**src/rtl/alu_mac_seq.sv**
```systemverilog
// Multi-cycle multiply-accumulate sequencer that drives the shared Alu through X_MUL then X_ADD per operand pair.
// Build option: define ALU_MAC_SEQ_EXACT_ACC_EN to accumulate with the exact adder (__ALU_ADD__).

`ifndef __ALU_ADD__
`define __ALU_ADD__ 4'd0
`endif
`ifndef __ALU_X_MUL__
`define __ALU_X_MUL__ 4'd12
`endif
`ifndef __ALU_X_ADD__
`define __ALU_X_ADD__ 4'd13
`endif

module alu_mac_seq #(
  parameter int LEN_W = 8
) (
  input  logic             clk_i,
  input  logic             rst_i,
  input  logic             start_i,
  input  logic [LEN_W-1:0] len_i,
  input  logic [31:0]      init_i,
  input  logic             abort_i,
  input  logic             op_valid_i,
  output logic             op_ready_o,
  input  logic [31:0]      op_a_i,
  input  logic [31:0]      op_b_i,
  output logic [31:0]      alu_a_o,
  output logic [31:0]      alu_b_o,
  output logic [3:0]       alu_sel_o,
  input  logic [31:0]      alu_out_i,
  output logic             busy_o,
  output logic             done_o,
  output logic [31:0]      result_o
);

`ifdef ALU_MAC_SEQ_EXACT_ACC_EN
  localparam logic [3:0] ACC_SEL = `__ALU_ADD__;
`else
  localparam logic [3:0] ACC_SEL = `__ALU_X_ADD__;
`endif

  typedef enum logic [2:0] {
    S_IDLE,
    S_WAIT_OP,
    S_MUL,
    S_ACC,
    S_DONE
  } state_t;

  state_t           state_q;
  logic [31:0]      acc_q;
  logic [31:0]      prod_q;
  logic [31:0]      opa_q;
  logic [31:0]      opb_q;
  logic [31:0]      result_q;
  logic [LEN_W-1:0] rem_q;

  // Abort wins over every transition; an operand handshaked alongside it is dropped.
  always_ff @(posedge clk_i) begin
    if (rst_i) begin
      state_q  <= S_IDLE;
      acc_q    <= '0;
      prod_q   <= '0;
      opa_q    <= '0;
      opb_q    <= '0;
      result_q <= '0;
      rem_q    <= '0;
    end else if (abort_i) begin
      state_q <= S_IDLE;
    end else begin
      case (state_q)
        S_IDLE: begin
          if (start_i) begin
            acc_q   <= init_i;
            rem_q   <= len_i;
            state_q <= (len_i == '0) ? S_DONE : S_WAIT_OP;
          end
        end
        S_WAIT_OP: begin
          if (op_valid_i) begin
            opa_q   <= op_a_i;
            opb_q   <= op_b_i;
            state_q <= S_MUL;
          end
        end
        S_MUL: begin
          prod_q  <= alu_out_i;
          state_q <= S_ACC;
        end
        S_ACC: begin
          acc_q   <= alu_out_i;
          rem_q   <= rem_q - 1'b1;
          state_q <= (rem_q == LEN_W'(1)) ? S_DONE : S_WAIT_OP;
        end
        S_DONE: begin
          result_q <= acc_q;
          state_q  <= S_IDLE;
        end
        default: state_q <= S_IDLE;
      endcase
    end
  end

  // Alu ports depend only on registered state so nothing combinational loops back through the Alu.
  always_comb begin
    alu_a_o   = '0;
    alu_b_o   = '0;
    alu_sel_o = `__ALU_ADD__;
    case (state_q)
      S_MUL: begin
        alu_a_o   = opa_q;
        alu_b_o   = opb_q;
        alu_sel_o = `__ALU_X_MUL__;
      end
      S_ACC: begin
        alu_a_o   = prod_q;
        alu_b_o   = acc_q;
        alu_sel_o = ACC_SEL;
      end
      default: ;
    endcase
  end

  assign op_ready_o = (state_q == S_WAIT_OP);
  assign busy_o     = (state_q != S_IDLE);
  assign done_o     = (state_q == S_DONE);
  assign result_o   = result_q;

endmodule

```
**config.mk**
```make
export PLATFORM = sky130hd
export DESIGN_NAME = alu_mac_seq
export DESIGN_NICKNAME = d
export VERILOG_FILES = /design/src/rtl/alu_mac_seq.sv
export SDC_FILE = /design/constraint.sdc
export NUM_CORES = 1
export LEC_CHECK = 0
export CELL_PAD_IN_SITES_DETAIL_PLACEMENT = 0
export CELL_PAD_IN_SITES_GLOBAL_PLACEMENT = 1
export CORE_ASPECT_RATIO = 0.8
export CORE_UTILIZATION = 34
export DETAILED_ROUTE_END_ITERATION = 16
export PLACE_DENSITY_LB_ADDON = 0.1
export SYNTH_ARGS = -nofsm -noshare
export SYNTH_HDL_FRONTEND = slang
export SYNTH_SLANG_ARGS = --single-unit
```
**constraint.sdc**
```tcl
create_clock -name clk_i -period 2.4 [get_ports clk_i]
set_input_delay 0.48 -clock clk_i [delete_from_list [all_inputs] [get_ports clk_i]]
set_output_delay 0.48 -clock clk_i [all_outputs]
set_load 0.01 [all_outputs]
```
Fig. 1: metal 1
Scale bar: 50 um.
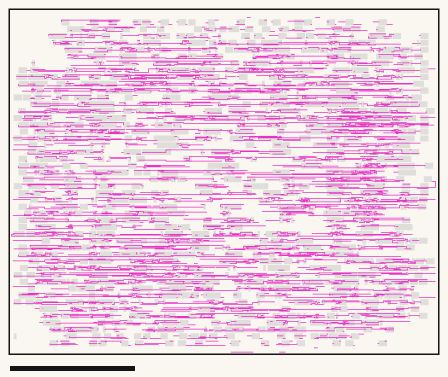
nets with wire on the layer	1,142
longest straight run	56.1 um
share of all routed wire	49%

Fig. 2: M2 wires
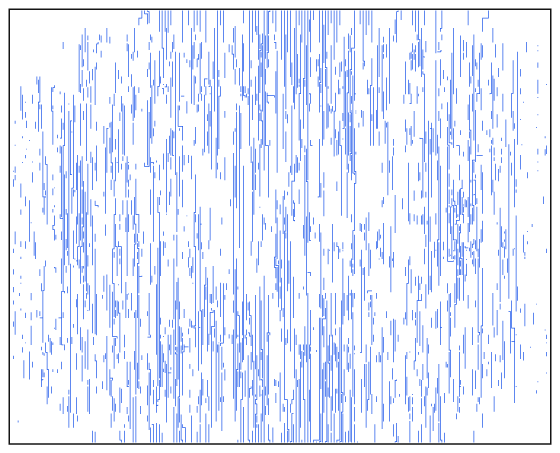
share of all routed wire	44%
nets with wire on the layer	1,014
main direction	vertical

==> job_summary.md <==
## Implementation flow summary

| Metric | Value |
|---|---|
| Cell area after synthesis | `7729 um2` |
| Syn_area_per_cell | `8.484 um2` |
| Syn Nets | `1,054` |
| Number of global-route vias before repair | `6,671` |
| First-pass GRT wire length | `39.13 mm` |
| Share of the synthesized area in the top cell type | `44.29%` |
| Detailed Place HPWL | `17.62 mm` |
| Result of the run | `complete, no violations` |
| Core ar. | `21,920 um2` |
| Area of the die | `23,340 um2` |
| Most common cell in the synthesized netlist | `sky130_fd_sc_hd__nand2_1` |
| VDD IR-drop max | `0.4034 mV` |
| Iteration tally of the first detailed-router pass | `5` |
| Most prevalent standard cell on the critical path | `sky130_fd_sc_hd__buf_12` |
| Area of placed instances | `10,540 um2` |
| Simple-gate share of the synthesized area | `20.54%` |
| Startpoint of the worst-slack reg-to-reg timing path | `state_q[0]` |
| Switching power of the nets | `1.632 mW` |
| Total negative slack for setup checks | `0 ns` |
| Critical path cell sequence | `buf_12 > buf_12 > mux2i_1 > nor2_1 > clkdlybuf4s50_1` |
| Synthesis warning total | `0` |
| Remaining Overflow, GRT | `0` |
| Pre-CTS worst setup slack | `-0.02080 ns` |
| Area of the multi-input gates | `3955 um2` |
| Worst-case reg-to-reg path depth | `6` |
| Crit path DAT | `1.88 ns` |
| Leakage power | `4.734 nW` |
| Power density over the cells | `571.6 nW/um2` |
| Dominant combinational family | `simple AND/OR/NAND/NOR gates` |
| Final tally of hold violations | `0` |
| Floorplan core density | `35.26%` |
| Required time of the critical path | `1.92 ns` |
| Hold-critical path endpoint | `opb_q[1]` |
| CP Depth | `5` |
Fig. 3: the metal 3 layer
Scale bar: 50 um.
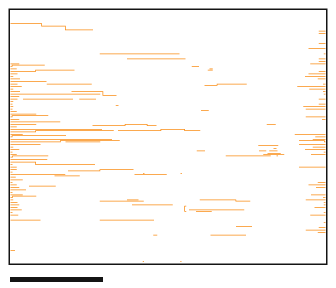
wire length on this layer	1,710 um
nets with wire on the layer	143
share of all routed wire	6.6%

-- routing by layer --
layer  wire length [um]  vias to the layer above
li1                   -                     3513
met2              11380                      196
met3               1707                       16
met1              12600                     3304
met4                238                        0
met5                  0                        -
-- sequential cells by signal, indices dropped and copies added (netlist names) --
register	cells
opa_q	32
acc_q	32
rem_q	8
result_o	32
opb_q	32
prod_q	32
state_q	3
-- final cells by class --
type	count	share of cell area, %
diodes	1	0.02203
clock buffers	21	4.053
clock inverters	11	0.9583
inverters	5	0.1652
multi-input cells	659	34.82
flip-flops and latches	171	30.17
well taps	300	3.304
repair buffers	287	26.51
Power figures rest on the tool's default switching activity, not on a simulated workload.
